`config.mk`:
```
export PLATFORM = sky130hd
export DESIGN_NAME = slice_permuter_flat
export DESIGN_NICKNAME = d
export VERILOG_FILES = /design/src/rtl/slice_permuter_if.sv /design/src/rtl/slice_permuter.sv /design/src/flat_wrapper.sv
export SDC_FILE = /design/constraint.sdc
export NUM_CORES = 2
export LEC_CHECK = 0
export ABC_CLOCK_PERIOD_IN_PS = 3570
export CAP_MARGIN = 20
export CORE_ASPECT_RATIO = 0.6
export CORE_MARGIN = 4
export CORE_UTILIZATION = 54
export CTS_BUF_LIST = sky130_fd_sc_hd__clkbuf_4
export CTS_CLUSTER_SIZE = 20
export DETAILED_ROUTE_END_ITERATION = 16
export PLACE_DENSITY_LB_ADDON = 0.3
export RECOVER_POWER = 50
export SLEW_MARGIN = 10
export SYNTH_ARGS = -nofsm -noshare
export SYNTH_HDL_FRONTEND = slang
export SYNTH_SLANG_ARGS = --single-unit
```
`constraint.sdc`:
```
create_clock -name clk -period 3.57 [get_ports clk]
set_clock_uncertainty 0.05 [all_clocks]
set_input_delay 0.357 -clock clk [delete_from_list [all_inputs] [get_ports clk]]
set_output_delay 0.357 -clock clk [all_outputs]
set_load 0.01 [all_outputs]
```
`src/rtl/slice_permuter_if.sv`:
```
// Slice stream bundle: input handshake, output handshake.
// Master drives slices in and takes results; slave is the permuter.
interface slice_permuter_if #(
  parameter int W = 25
);
  logic         in_valid;
  logic         in_ready;
  logic [W-1:0] in_data;
  logic         out_valid;
  logic         out_ready;
  logic [W-1:0] out_data;
  logic         out_last;

  modport master (
    output in_valid, in_data, out_ready,
    input  in_ready, out_valid, out_data, out_last
  );

  modport slave (
    input  in_valid, in_data, out_ready,
    output in_ready, out_valid, out_data, out_last
  );
endinterface

```
`src/rtl/slice_permuter.sv`:
```
// Buffers a block of DEPTH slices, then drains them in forward
// or reverse order, optionally applying the pi bit permutation.
module slice_permuter #(
  parameter int DIM   = 5,
  parameter int DEPTH = 64,
  parameter int OFF   = 3
) (
  input  logic       clk,
  input  logic       rst,
  input  logic [1:0] mode,
  output logic       busy,
  slice_permuter_if.slave bus
);
  localparam int W  = DIM * DIM;
  localparam int AW = $clog2(DEPTH);

  typedef enum logic [1:0] {
    IDLE  = 2'd0,
    FILL  = 2'd1,
    DRAIN = 2'd2
  } state_t;

  state_t         state;
  state_t         state_nxt;
  logic [AW-1:0]  wr_cnt;
  logic [AW-1:0]  rd_cnt;
  logic [1:0]     mode_q;
  logic [W-1:0]   buffer [DEPTH];

  logic           acc;
  logic           last_acc;
  logic           out_hs;
  logic           last_out;
  logic [AW-1:0]  seq_nxt;
  logic [AW-1:0]  rd_addr;
  logic [W-1:0]   raw;
  logic [W-1:0]   pi_raw;
  logic [W-1:0]   slice_nxt;

  assign acc      = bus.in_valid && bus.in_ready && !rst;
  assign last_acc = acc && (wr_cnt == AW'(DEPTH - 1));
  assign out_hs   = bus.out_valid && bus.out_ready;
  assign last_out = out_hs && (rd_cnt == AW'(DEPTH - 1));

  // The slice shown after this cycle: first of block or next in order.
  // In reverse mode the first slice is the one arriving right now.
  assign seq_nxt = last_acc ? '0 : rd_cnt + AW'(1);
  assign rd_addr = mode_q[1] ? ~seq_nxt : seq_nxt;
  assign raw     = (last_acc && mode_q[1]) ? bus.in_data
                                           : buffer[rd_addr];

  for (genvar y = 0; y < DIM; y++) begin : g_row
    for (genvar x = 0; x < DIM; x++) begin : g_col
      localparam int U  = (x + OFF) % DIM;
      localparam int V  = (y + OFF) % DIM;
      localparam int V2 = (2 * U + 3 * V) % DIM;
      localparam int XD = (V - OFF + DIM) % DIM;
      localparam int YD = (V2 - OFF + DIM) % DIM;
      assign pi_raw[YD*DIM+XD] = raw[y*DIM+x];
    end
  end

  assign slice_nxt = mode_q[0] ? pi_raw : raw;

  // State register.
  always_ff @(posedge clk) begin
    if (rst) state <= IDLE;
    else     state <= state_nxt;
  end

  // Next-state: fill until DEPTH accepts, drain until last output.
  always_comb begin
    state_nxt = state;
    unique case (state)
      IDLE:    if (acc)      state_nxt = FILL;
      FILL:    if (last_acc) state_nxt = DRAIN;
      DRAIN:   if (last_out) state_nxt = IDLE;
      default: state_nxt = IDLE;
    endcase
  end

  // Outputs decoded from state.
  always_comb begin
    bus.in_ready = (state != DRAIN);
    busy         = (state != IDLE);
  end

  // Write counter and mode latch on the first accept of a block.
  always_ff @(posedge clk) begin
    if (rst) begin
      wr_cnt <= '0;
      mode_q <= '0;
    end else if (acc) begin
      wr_cnt <= wr_cnt + AW'(1);
      if (state == IDLE) mode_q <= mode;
    end
  end

  // Slice storage; contents survive reset.
  always_ff @(posedge clk) begin
    if (acc) buffer[wr_cnt] <= bus.in_data;
  end

  // Output register: load first slice on block end, advance on handshake.
  always_ff @(posedge clk) begin
    if (rst) begin
      rd_cnt        <= '0;
      bus.out_valid <= 1'b0;
      bus.out_last  <= 1'b0;
      bus.out_data  <= '0;
    end else if (last_acc) begin
      rd_cnt        <= '0;
      bus.out_valid <= 1'b1;
      bus.out_last  <= 1'b0;
      bus.out_data  <= slice_nxt;
    end else if (out_hs) begin
      rd_cnt <= rd_cnt + AW'(1);
      if (last_out) begin
        bus.out_valid <= 1'b0;
        bus.out_last  <= 1'b0;
      end else begin
        bus.out_data <= slice_nxt;
        bus.out_last <= (seq_nxt == AW'(DEPTH - 1));
      end
    end
  end
endmodule

```
`src/flat_wrapper.sv`:
```
// flat-port wrapper written by rule: the top's interface ports become plain ports
module slice_permuter_flat 
#(
  parameter int DIM   = 5,
  parameter int DEPTH = 64,
  parameter int OFF   = 3
)
  (clk, rst, mode, busy, bus_in_valid, bus_in_data, bus_out_ready, bus_in_ready, bus_out_valid, bus_out_data, bus_out_last);
  slice_permuter_if #(.W((DIM * DIM))) bus_i ();
  input  logic clk;
  input  logic rst;
  input  logic [1:0] mode;
  output logic busy;
  input wire logic [$bits(bus_i.in_valid)-1:0] bus_in_valid;
  input wire logic [$bits(bus_i.in_data)-1:0] bus_in_data;
  input wire logic [$bits(bus_i.out_ready)-1:0] bus_out_ready;
  output wire logic [$bits(bus_i.in_ready)-1:0] bus_in_ready;
  output wire logic [$bits(bus_i.out_valid)-1:0] bus_out_valid;
  output wire logic [$bits(bus_i.out_data)-1:0] bus_out_data;
  output wire logic [$bits(bus_i.out_last)-1:0] bus_out_last;
  assign bus_i.in_valid = bus_in_valid;
  assign bus_i.in_data = bus_in_data;
  assign bus_i.out_ready = bus_out_ready;
  assign bus_in_ready = bus_i.in_ready;
  assign bus_out_valid = bus_i.out_valid;
  assign bus_out_data = bus_i.out_data;
  assign bus_out_last = bus_i.out_last;
  slice_permuter #(.DIM(DIM), .DEPTH(DEPTH), .OFF(OFF)) u_core (.clk(clk), .rst(rst), .mode(mode), .busy(busy), .bus(bus_i));
endmodule
```
==> images/congestion.png <==
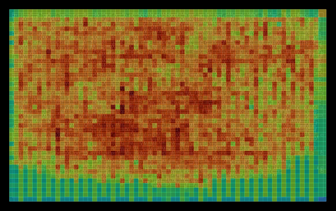
gr usage total: 35.8%
routed len/inst: 32.4 microns
Util after Layout: 65.1%
met3 Track Usage GR: 17.1%
global routing met2 resource utilization: 46.6%

==> images/layer_met1.png <==
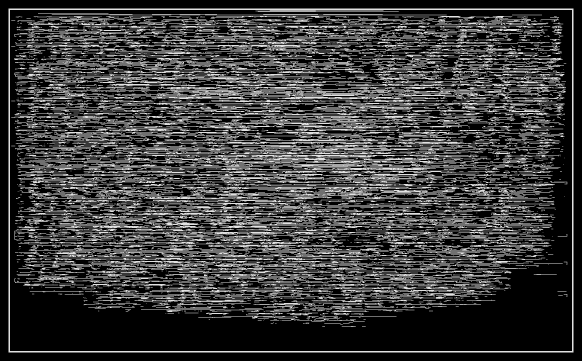
5500 nets have wire on it. The layer holds 38% of the routed length. The wires run mostly horizontal.
met1 usage: 52.7%
vias: 54138
total wire length: 251000 microns

==> reports/qor.yml <==
regToRegStartpoint: "u_core.rd_cnt[0]"
drv_cap: 27
violations: "max-capacitance violations, max-slew violations, negative setup slack"
grt_pass1_vias: 49645
row_count: 102
grt_setup_unrepaired: "true"
critPathTopFamily: "AND-OR/OR-AND gates"
dr.pass1.iters: 9
num_tap_cells: 1716
synth.most_common_cell: "edfxtp_1"
worst_pin_slew_ps: 3590
ys.flops: 1643
seq_share_pct: 58.2
diodes: 8
async_reset_ff_share_pct: 0
yosys_warnings: 0
setup_tns_ps: -65.3
yosys_area_sq_mm: 0.0704
cts.sinks: 1643
slew_viol_final: 1183
dr_wl_met3_microns: 48400
top_cells_by_area: "edfxtp_1, o22ai_1, o221ai_1, mux2_2, nor2_1"
yosysTopAreaCell: "edfxtp_1"
grt_remaining_overflow: 0
ys.flop_type: "edfxtp_1"
ys_sh_simple_pct: 5.93
status: "complete, but fails checks"
endpoint_kind: "flop"
largest_reg_flops: 1600
fp_nets: 5054
clk_pin_slew_ps: 90
biggestCellCategory: "registers"
setup-violations-final: 3
synth_cell_types: 81
drtAntennaViolNets: 0
drive_above_1_share_pct: 27.7
critPathArrivalTime_ps: 4790
syn_to_final_growth_pct: 19.5
finalWorstSetupSlack_ps: -50.0
dp_cells: 6994
root_buffer: "clkbuf_4"
swShare_pct: 24.4
nClkBuffers: 565
